[src/rtl/code_sequencer3_pkg.sv]
// Shared types and code helpers for the code_sequencer3 block.
package codeseq_pkg;

   typedef enum logic [1:0] {S_IDLE, S_RUN, S_PAUSE} state_t;

   localparam int unsigned CODE_W = 3;
   localparam logic [CODE_W-1:0] CODE_FIRST = 3'd0;
   localparam logic [CODE_W-1:0] CODE_LAST  = 3'd7;

   function automatic logic [CODE_W-1:0] next_code(input logic [CODE_W-1:0] code,
                                                   input logic down);
      return down ? code - 3'd1 : code + 3'd1;
   endfunction

   // Last code of a pass; advancing from it is the wrap point.
   function automatic logic [CODE_W-1:0] end_code(input logic down);
      return down ? CODE_FIRST : CODE_LAST;
   endfunction

   function automatic logic [CODE_W-1:0] begin_code(input logic down);
      return down ? CODE_LAST : CODE_FIRST;
   endfunction

endpackage

[src/rtl/code_sequencer3_if.sv]
// Control/status bundle between a controller (master) and code_sequencer3 (slave).
// The dir signal exists only when CODESEQ_DIR_EN is defined.
interface code_sequencer3_if #(
   parameter int unsigned DWELL_W = 8
);
   logic               start;
   logic               stop;
   logic               step;
   logic               loop;
   logic [DWELL_W-1:0] dwell;
`ifdef CODESEQ_DIR_EN
   logic               dir;
`endif
   logic               A;
   logic               B;
   logic               C;
   logic               busy;
   logic               wrap;
   logic               done;

`ifdef CODESEQ_DIR_EN
   modport master (output start, stop, step, loop, dwell, dir,
                   input  A, B, C, busy, wrap, done);
   modport slave  (input  start, stop, step, loop, dwell, dir,
                   output A, B, C, busy, wrap, done);
`else
   modport master (output start, stop, step, loop, dwell,
                   input  A, B, C, busy, wrap, done);
   modport slave  (input  start, stop, step, loop, dwell,
                   output A, B, C, busy, wrap, done);
`endif

endinterface

[src/rtl/code_sequencer3_dwell_timer.sv]
// Loadable down-counter that saturates at zero; load has priority over enable.
module dwell_timer #(
   parameter int unsigned DWELL_W = 8
) (
   input  logic               clk,
   input  logic               rst,
   input  logic               load,
   input  logic               en,
   input  logic [DWELL_W-1:0] load_val,
   output logic               zero
);

   localparam logic [DWELL_W-1:0] ONE = 1;

   logic [DWELL_W-1:0] cnt_q, cnt_d;

   always_comb begin
      cnt_d = cnt_q;
      if (load) begin
         cnt_d = load_val;
      end else if (en && (cnt_q != '0)) begin
         cnt_d = cnt_q - ONE;
      end
   end

   always_ff @(posedge clk or posedge rst) begin
      if (rst) begin
         cnt_q <= '0;
      end else begin
         cnt_q <= cnt_d;
      end
   end

   assign zero = (cnt_q == '0);

endmodule

[src/rtl/code_sequencer3.sv]
// Timed 3-bit code sequencer feeding the 3-to-5 group decoder.
// Define CODESEQ_DIR_EN to add the dir input for down-counting.
module code_sequencer3
   import codeseq_pkg::*;
#(
   parameter int unsigned DWELL_W = 8
) (
   input logic               clk,
   input logic               rst,
   code_sequencer3_if.slave  bus
);

   state_t              state_q, state_d;
   logic [CODE_W-1:0]   code_q, code_d;
   logic                busy_q, busy_d;
   logic                wrap_q, wrap_d;
   logic                done_q, done_d;

   logic                tmr_load;
   logic                tmr_en;
   logic                tmr_zero;
   logic [DWELL_W-1:0]  tmr_val;

   logic                down;
   logic                run_tick;
   logic                do_step;
   logic                at_end;

`ifdef CODESEQ_DIR_EN
   assign down = bus.dir;
`else
   assign down = 1'b0;
`endif

   assign at_end = (code_q == end_code(down));

   dwell_timer #(
      .DWELL_W (DWELL_W)
   ) u_timer (
      .clk      (clk),
      .rst      (rst),
      .load     (tmr_load),
      .en       (tmr_en),
      .load_val (tmr_val),
      .zero     (tmr_zero)
   );

   always_comb begin
      state_d  = state_q;
      code_d   = code_q;
      wrap_d   = 1'b0;
      done_d   = 1'b0;
      tmr_load = 1'b0;
      tmr_en   = 1'b0;
      tmr_val  = bus.dwell;
      run_tick = 1'b0;
      do_step  = 1'b0;

      case (state_q)
         S_IDLE: begin
            if (!bus.stop) begin
               if (bus.start) begin
                  state_d  = S_RUN;
                  code_d   = begin_code(down);
                  tmr_load = 1'b1;
               end else if (bus.step) begin
                  do_step = 1'b1;
               end
            end
         end
         S_RUN: begin
            if (bus.stop) begin
               state_d = S_PAUSE;
            end else begin
               run_tick = 1'b1;
            end
         end
         S_PAUSE: begin
            if (bus.stop) begin
               state_d  = S_IDLE;
               code_d   = CODE_FIRST;
               tmr_load = 1'b1;
               tmr_val  = '0;
            end else if (bus.start) begin
               // Resuming edge counts as a RUN cycle on the held counter.
               state_d  = S_RUN;
               run_tick = 1'b1;
            end else if (bus.step) begin
               do_step = 1'b1;
            end
         end
         default: state_d = S_IDLE;
      endcase

      if (do_step) begin
         code_d   = next_code(code_q, down);
         tmr_load = 1'b1;
         wrap_d   = at_end;
      end

      if (run_tick) begin
         if (!tmr_zero) begin
            tmr_en = 1'b1;
         end else if (at_end && !bus.loop) begin
            state_d  = S_IDLE;
            code_d   = CODE_FIRST;
            done_d   = 1'b1;
            tmr_load = 1'b1;
            tmr_val  = '0;
         end else begin
            code_d   = next_code(code_q, down);
            tmr_load = 1'b1;
            wrap_d   = at_end;
         end
      end

      busy_d = (state_d != S_IDLE);
   end

   always_ff @(posedge clk or posedge rst) begin
      if (rst) begin
         state_q <= S_IDLE;
         code_q  <= CODE_FIRST;
         busy_q  <= 1'b0;
         wrap_q  <= 1'b0;
         done_q  <= 1'b0;
      end else begin
         state_q <= state_d;
         code_q  <= code_d;
         busy_q  <= busy_d;
         wrap_q  <= wrap_d;
         done_q  <= done_d;
      end
   end

   assign bus.A    = code_q[2];
   assign bus.B    = code_q[1];
   assign bus.C    = code_q[0];
   assign bus.busy = busy_q;
   assign bus.wrap = wrap_q;
   assign bus.done = done_q;

endmodule
[src/flat_wrapper.sv]
// flat-port wrapper written by rule: the top's interface ports become plain ports
module code_sequencer3_flat import codeseq_pkg::*;
#(
   parameter int unsigned DWELL_W = 8
)
  (clk, rst, bus_start, bus_stop, bus_step, bus_loop, bus_dwell, bus_A, bus_B, bus_C, bus_busy, bus_wrap, bus_done);
  code_sequencer3_if #(.DWELL_W(DWELL_W)) bus_i ();
  input logic clk;
  input logic rst;
  input wire logic [$bits(bus_i.start)-1:0] bus_start;
  input wire logic [$bits(bus_i.stop)-1:0] bus_stop;
  input wire logic [$bits(bus_i.step)-1:0] bus_step;
  input wire logic [$bits(bus_i.loop)-1:0] bus_loop;
  input wire logic [$bits(bus_i.dwell)-1:0] bus_dwell;
  output wire logic [$bits(bus_i.A)-1:0] bus_A;
  output wire logic [$bits(bus_i.B)-1:0] bus_B;
  output wire logic [$bits(bus_i.C)-1:0] bus_C;
  output wire logic [$bits(bus_i.busy)-1:0] bus_busy;
  output wire logic [$bits(bus_i.wrap)-1:0] bus_wrap;
  output wire logic [$bits(bus_i.done)-1:0] bus_done;
  assign bus_i.start = bus_start;
  assign bus_i.stop = bus_stop;
  assign bus_i.step = bus_step;
  assign bus_i.loop = bus_loop;
  assign bus_i.dwell = bus_dwell;
  assign bus_A = bus_i.A;
  assign bus_B = bus_i.B;
  assign bus_C = bus_i.C;
  assign bus_busy = bus_i.busy;
  assign bus_wrap = bus_i.wrap;
  assign bus_done = bus_i.done;
  code_sequencer3 #(.DWELL_W(DWELL_W)) u_core (.clk(clk), .rst(rst), .bus(bus_i));
endmodule
[config.mk]
export PLATFORM = sky130hd
export DESIGN_NAME = code_sequencer3_flat
export DESIGN_NICKNAME = d
export VERILOG_FILES = /design/src/rtl/code_sequencer3_pkg.sv /design/src/rtl/code_sequencer3_if.sv /design/src/rtl/code_sequencer3_dwell_timer.sv /design/src/rtl/code_sequencer3.sv /design/src/flat_wrapper.sv
export SDC_FILE = /design/constraint.sdc
export NUM_CORES = 1
export LEC_CHECK = 0
export CORE_MARGIN = 3
export CORE_UTILIZATION = 40
export DETAILED_ROUTE_END_ITERATION = 6
export MAX_ROUTING_LAYER = met4
export PLACE_DENSITY = 0.69
export SYNTH_ARGS = -nofsm -noshare
export SYNTH_HDL_FRONTEND = slang
export SYNTH_SLANG_ARGS = --single-unit
[constraint.sdc]
create_clock -name clk -period 6.2 [get_ports clk]
set_clock_uncertainty 0.2 [all_clocks]
set_input_delay 0.62 -clock clk [delete_from_list [all_inputs] [get_ports clk]]
set_output_delay 0.62 -clock clk [all_outputs]
set_load 0.005 [all_outputs]
==> run_1/m1.png <==
Scale: 6 px per um. Supply wires on this layer in gray.
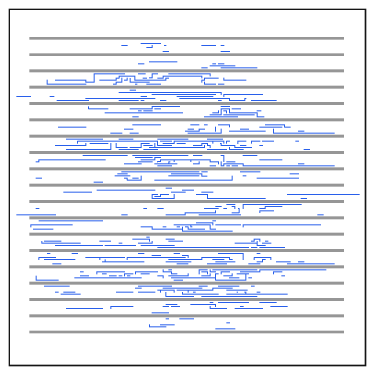
nets with wire on the layer: 141
main direction: horizontal
longest straight run: 17.0 um
wire length on this layer: 1130 um
share of all routed wire: 45%
met1 GRT Util: 20.9%
total wire length: 2500 um
vias: 980

==> run_1/m2.png <==
Scale: 4 px per um.
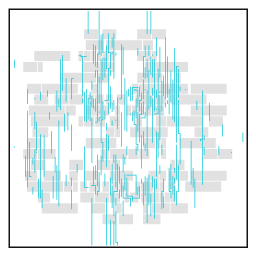
main direction: vertical
nets with wire on the layer: 138
longest straight run: 23.5 um
share of all routed wire: 49%
wire length on this layer: 1220 um
GR Layer Usage met2: 25.1%

==> results_dict.tcl, run 1 <==
# metrics dict for downstream scripts
set metrics [dict create \
    core_area_um2 2570 \
    logic_gate_count 90 \
    holdPathEnd "u_core.code_q[2]" \
    viasPerCell 5.83 \
    period_used_pct 44.8 \
    layout.cells.non_filler 168 \
    p_seq_share_pct 31.8 \
    cp_max_fo 12 \
    inv_count 10 \
    clkbuf_count 3 \
    setup_tns_ns 0 \
    yosysSeqAreaShare_pct 35.5 \
    synth.most_common_cell "dfrtp_1" \
    drc_errors 0 \
    cts_buffer_depth 2 \
    setup_viol 0 \
    grtUsageTotal_pct 15.9 \
    outcome "finished, final reports clean" \
    p_seq_uw 190 \
    synth_stat.cells 119 \
    place.detailed.instances 165 \
    yosys_most_used_dff "dfrtp_1" \
    syn_inst 119 \
    xor_share_pct 0 \
    min_period_ns 2.78 \
    antenna_found_initial 0 \
    synthAoiAreaFrac_pct 24.3 \
    fin_util_pct 53.0 \
    drtPass1Iterations 4 \
    max-slew-margin-rel_pct 59.7 \
    cp.depth 6 \
    rsz0062_at_grt "false" \
    busiest_layer "met2" \
    critPathTopFamily "AND-OR/OR-AND gates" \
    chip_area_um2 3490 \
    hold_class "reg2reg" \
    postSynthAreaPerCell_um2 9.48 \
    p_per_area_nw_per_um2 439 \
    warning_count 30 \
    grt_pass1_wl_um 4220 \
    clock_latency_ns 0.28 \
    io_pins 20 \
    crit_start "bus_start" \
    seqCellArea_um2 400 \
    synth.top_cell.area_share_pct 35.5 \
    syn_area_um2 1130 \
    clockNetworkAreaShare_pct 1.65 \
    cts_tree "done" \
    async_reset_ff_share_pct 100 \
    comb_area_share_pct 49.4 \
    sh_seq_area_pct 29.4 \
    yosysUniqueCellTypes 39 \
    drive_gt1_share_pct 10.9 \
    place_ws_ns 3.14 \
    largestClassByArea "multi-input combinational cells" \
    ys_ff 16 \
    cts_buffers 3 \
    reg2reg_slack_ns 3.62 \
    rows 18 \
    crit_required_ns 6.19 \
    grt_pass1_vias 937 \
    place_hpwl_um 1950 \
    topCellsByArea "dfrtp_1, ha_1, nand2_1, inv_1, a21oi_1" \
    area.combinational_um2 673 \
    worst_slew_pin_slew_ns 0.604 \
    num_antenna_cells 0 \
    ys_warn_count 0 \
    edf_count 0 \
    tap_cells 30 \
    root_buffer "clkbuf_4" \
    ys_top_logic_family "AND-OR/OR-AND gates" \
    seq_cells 16 \
    clkPwrFrac_pct 8.9 \
]
==> run_1/m3.png <==
Scale: 6 px per um.
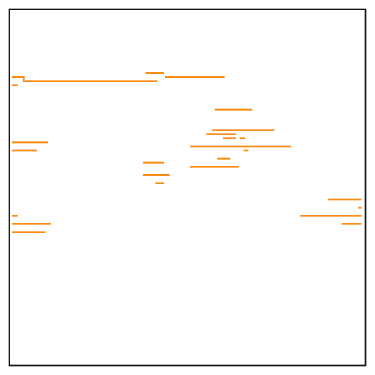
longest straight run: 22.1 um
nets with wire on the layer: 23
main direction: horizontal
wire length on this layer: 136 um
share of all routed wire: 5.4%
GR Util met3: 3.92%

-- run 1: state kept, by name, indices dropped and copies added, names as in the netlist --
register / flops
u_core.u_timer.cnt_q: 8
u_core.bus.done: 1
u_core.code_q: 3
u_core.bus.wrap: 1
u_core.state_q: 2
u_core.bus.busy: 1
-- run 1: layout by cell type, fill, tap and decap left out, drive strengths merged, types with 2 or more instances in the layout --
cell type,instances
a211oi,2
a21o,4
a21oi,7
a221oi,2
a22o,3
a32oi,3
a41oi,2
and2,5
clkbuf,3
clkdlybuf4s50,19
dfrtp,16
ha,8
inv,10
mux2,3
nand2,11
nand3,4
nor2,7
nor2b,3
nor3,4
nor4,3
o21ai,6
==> run_1/placed.png <==
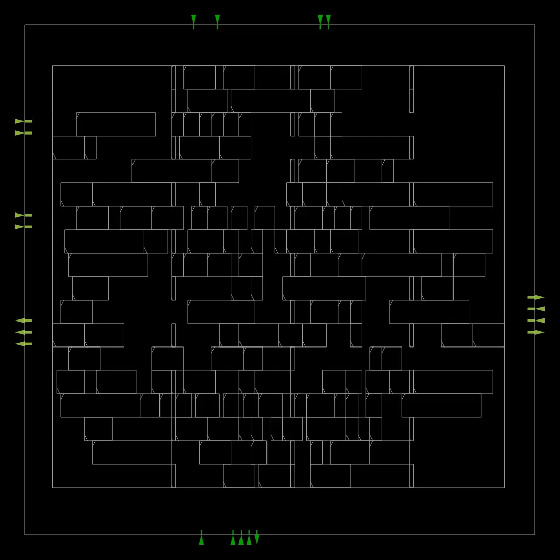

==> run 1 -> run 2 <==
--- a/config.mk
+++ b/config.mk
@@ -9,7 +9,7 @@
 export CORE_UTILIZATION = 40
 export DETAILED_ROUTE_END_ITERATION = 6
 export MAX_ROUTING_LAYER = met4
-export PLACE_DENSITY = 0.69
+export PLACE_DENSITY = 0.72
 export SYNTH_ARGS = -nofsm -noshare
 export SYNTH_HDL_FRONTEND = slang
 export SYNTH_SLANG_ARGS = --single-unit
==> constraint.sdc (replaced) <==
create_clock -name clk -period 2.5 [get_ports clk]
set_clock_uncertainty 0.2 [all_clocks]
set_input_delay 0.25 -clock clk [delete_from_list [all_inputs] [get_ports clk]]
set_output_delay 0.25 -clock clk [all_outputs]
set_load 0.005 [all_outputs]
==> run_2/placed.png <==
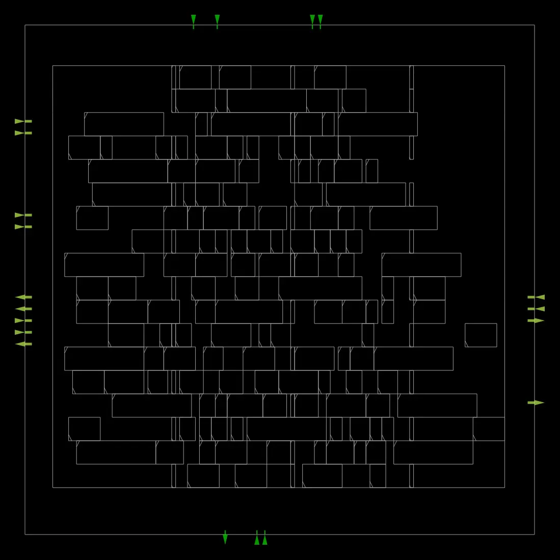
Fillers: 250
row count: 18
fraction of area in registers: 28.4%

==> run_2/pinout.png <==
Scale: 6 px per um. Pins as bars across the die edge, other pins in gray.
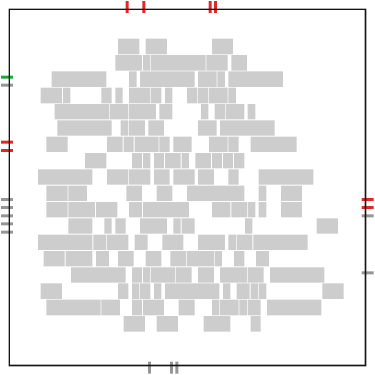
[red] bus_dwell | pins: 8 | direction: input | edge: 4 top, 2 right, 2 left
[green] clk | pins: 1 | direction: input | edge: left
all pins by edge: 9 left, 4 right, 4 top, 3 bottom

==> run_2/m1.png <==
Scale: 6 px per um. Supply wires on this layer in gray.
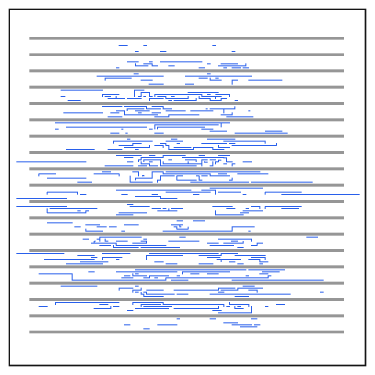
longest straight run: 29.0 um
nets with wire on the layer: 148
wire length on this layer: 1150 um
main direction: horizontal
share of all routed wire: 46%

==> run 2 against run 1 <==
Register-to-register slack got worse by 3.4 ns. Sequential power grew 150%. Clock power went up to 2.6 times the previous value. Core utilization increased by 1.9 points. Final cell count grew 3.6%. Critical path type is now reg2reg.
==> results_dict.tcl, run 2 <==
# metrics dict for downstream scripts
set metrics [dict create \
    warning_count 30 \
    p_seq_share_pct 30.6 \
    ys_ff 16 \
    largestClassByArea "multi-input combinational cells" \
    ys_top_logic_family "AND-OR/OR-AND gates" \
    busiest_layer "met2" \
    core_area_um2 2570 \
    drc_errors 0 \
    setup_viol 0 \
    yosys_most_used_dff "dfrtp_1" \
    ys_sh_simple_pct 22.6 \
    wl_met3_um 126 \
    yosysUniqueCellTypes 39 \
    tap_cells 30 \
    topCellsByArea "dfrtp_1, ha_1, nand2_1, inv_1, a21oi_1" \
    cts_buffer_depth 2 \
    area.combinational_um2 676 \
    grt_pass1_wl_um 4500 \
    root_buffer "clkbuf_4" \
    period_used_pct 92.6 \
    h-tree-depth 1 \
    drtPass1Iterations 4 \
    ys_warn_count 0 \
    crit_start "u_core.state_q[0]" \
    synth.most_common_cell "dfrtp_1" \
    outcome "finished, final reports clean" \
    synth_stat.cells 119 \
    setup_tns_ns 0 \
    wire_per_inst_um 14.5 \
    xor_share_pct 0 \
    edf_count 0 \
    synth.top_cell.area_share_pct 35.5 \
    clockNetworkAreaShare_pct 1.60 \
    dpl_cell_area_um2 1380 \
    use_met1_pct 21.3 \
    slew_viol_final 0 \
    end_kind "register" \
    largest_reg_flops 8 \
    total_leakage_power_nw 0.644 \
    place_hpwl_um 1940 \
    hold_class "in2async" \
    num_antenna_cells 0 \
    inv_count 10 \
    num_vias 1029 \
    syn_inst 119 \
    place_ws_ns 0.199 \
    rsz0062_at_grt "false" \
    worst_slew_pin_slew_ns 0.615 \
    die_y_um 59.1 \
    clkPwrFrac_pct 9.1 \
    grtUsageTotal_pct 17.0 \
    seqCellArea_um2 400 \
    p_per_area_nw_per_um2 1090 \
    max-slew-margin-rel_pct 59.0 \
    comb_area_share_pct 48.0 \
    reg.largest.list "u_core.u_timer.cnt_q x8, u_core.code_q x3, u_core.state_q x2" \
    cp_max_fo 9 \
    reg2reg_slack_ns 0.18 \
    grt_pass1_vias 1055 \
    synthMuxAreaShare_pct 3.88 \
    layout_top_cells "clkdlybuf4s50_1, dfrtp_1, nand2_1" \
    nets 168 \
    synthAoiAreaFrac_pct 24.3 \
    cts_buffers 3 \
    cts_num_sinks 16 \
    logic_gate_count 90 \
    critPathTopFamily "AND-OR/OR-AND gates" \
    viasPerCell 5.91 \
    layout.cells.non_filler 174 \
    clkbuf_count 3 \
    grt_util_met3_pct 3.05 \
    p_seq_uw 468 \
    met2_usage_pct 27.8 \
    regMostFlops "u_core.u_timer.cnt_q" \
    p_sw_uw 674 \
    antenna_found_initial 0 \
    chip_area_um2 3490 \
    cts_tree "done" \
    hold_violations 0 \
    routed_wl_um 2530 \
    min_period_ns 2.32 \
    mostFrequentLayoutCell "clkdlybuf4s50_1" \
    postSynthAreaPerCell_um2 9.48 \
    fin_util_pct 54.9 \
    drive_gt1_share_pct 15.3 \
    crit_required_ns 2.48 \
    seq_cells 16 \
    io_pins 20 \
    clock_latency_ns 0.29 \
    yosysSeqAreaShare_pct 35.5 \
    async_reset_ff_share_pct 100 \
    syn_area_um2 1130 \
    place.detailed.instances 171 \
]
[run 2: cell types whose count changed in the layout (fill, tap and decap cells not counted)]
| cell | change |
|---|---|
| nor2b_1 | -1 |
| nor2b_2 | +1 |
| buf_4 | +6 |
[run 2: repair_timing]
action | CTS | global route
endpoints found under the setup margin | 0 | 1
gates resized | 0 | 1
hold buffers | 0 | 0
[run 2: worst paths after layout]
path / to / cells past startpoint
setup / recovery: u_core.u_timer.cnt_q[0] / 7
hold / removal: u_core.u_timer.cnt_q[5] / 2
setup reg to reg: u_core.u_timer.cnt_q[0] / 7
hold reg to reg: u_core.code_q[1] / 1
max in group asynchronous: u_core.u_timer.cnt_q[4] / 2
min in group clk: u_core.u_timer.cnt_q[2] / 3
Power is estimated from default activity; no workload was simulated.
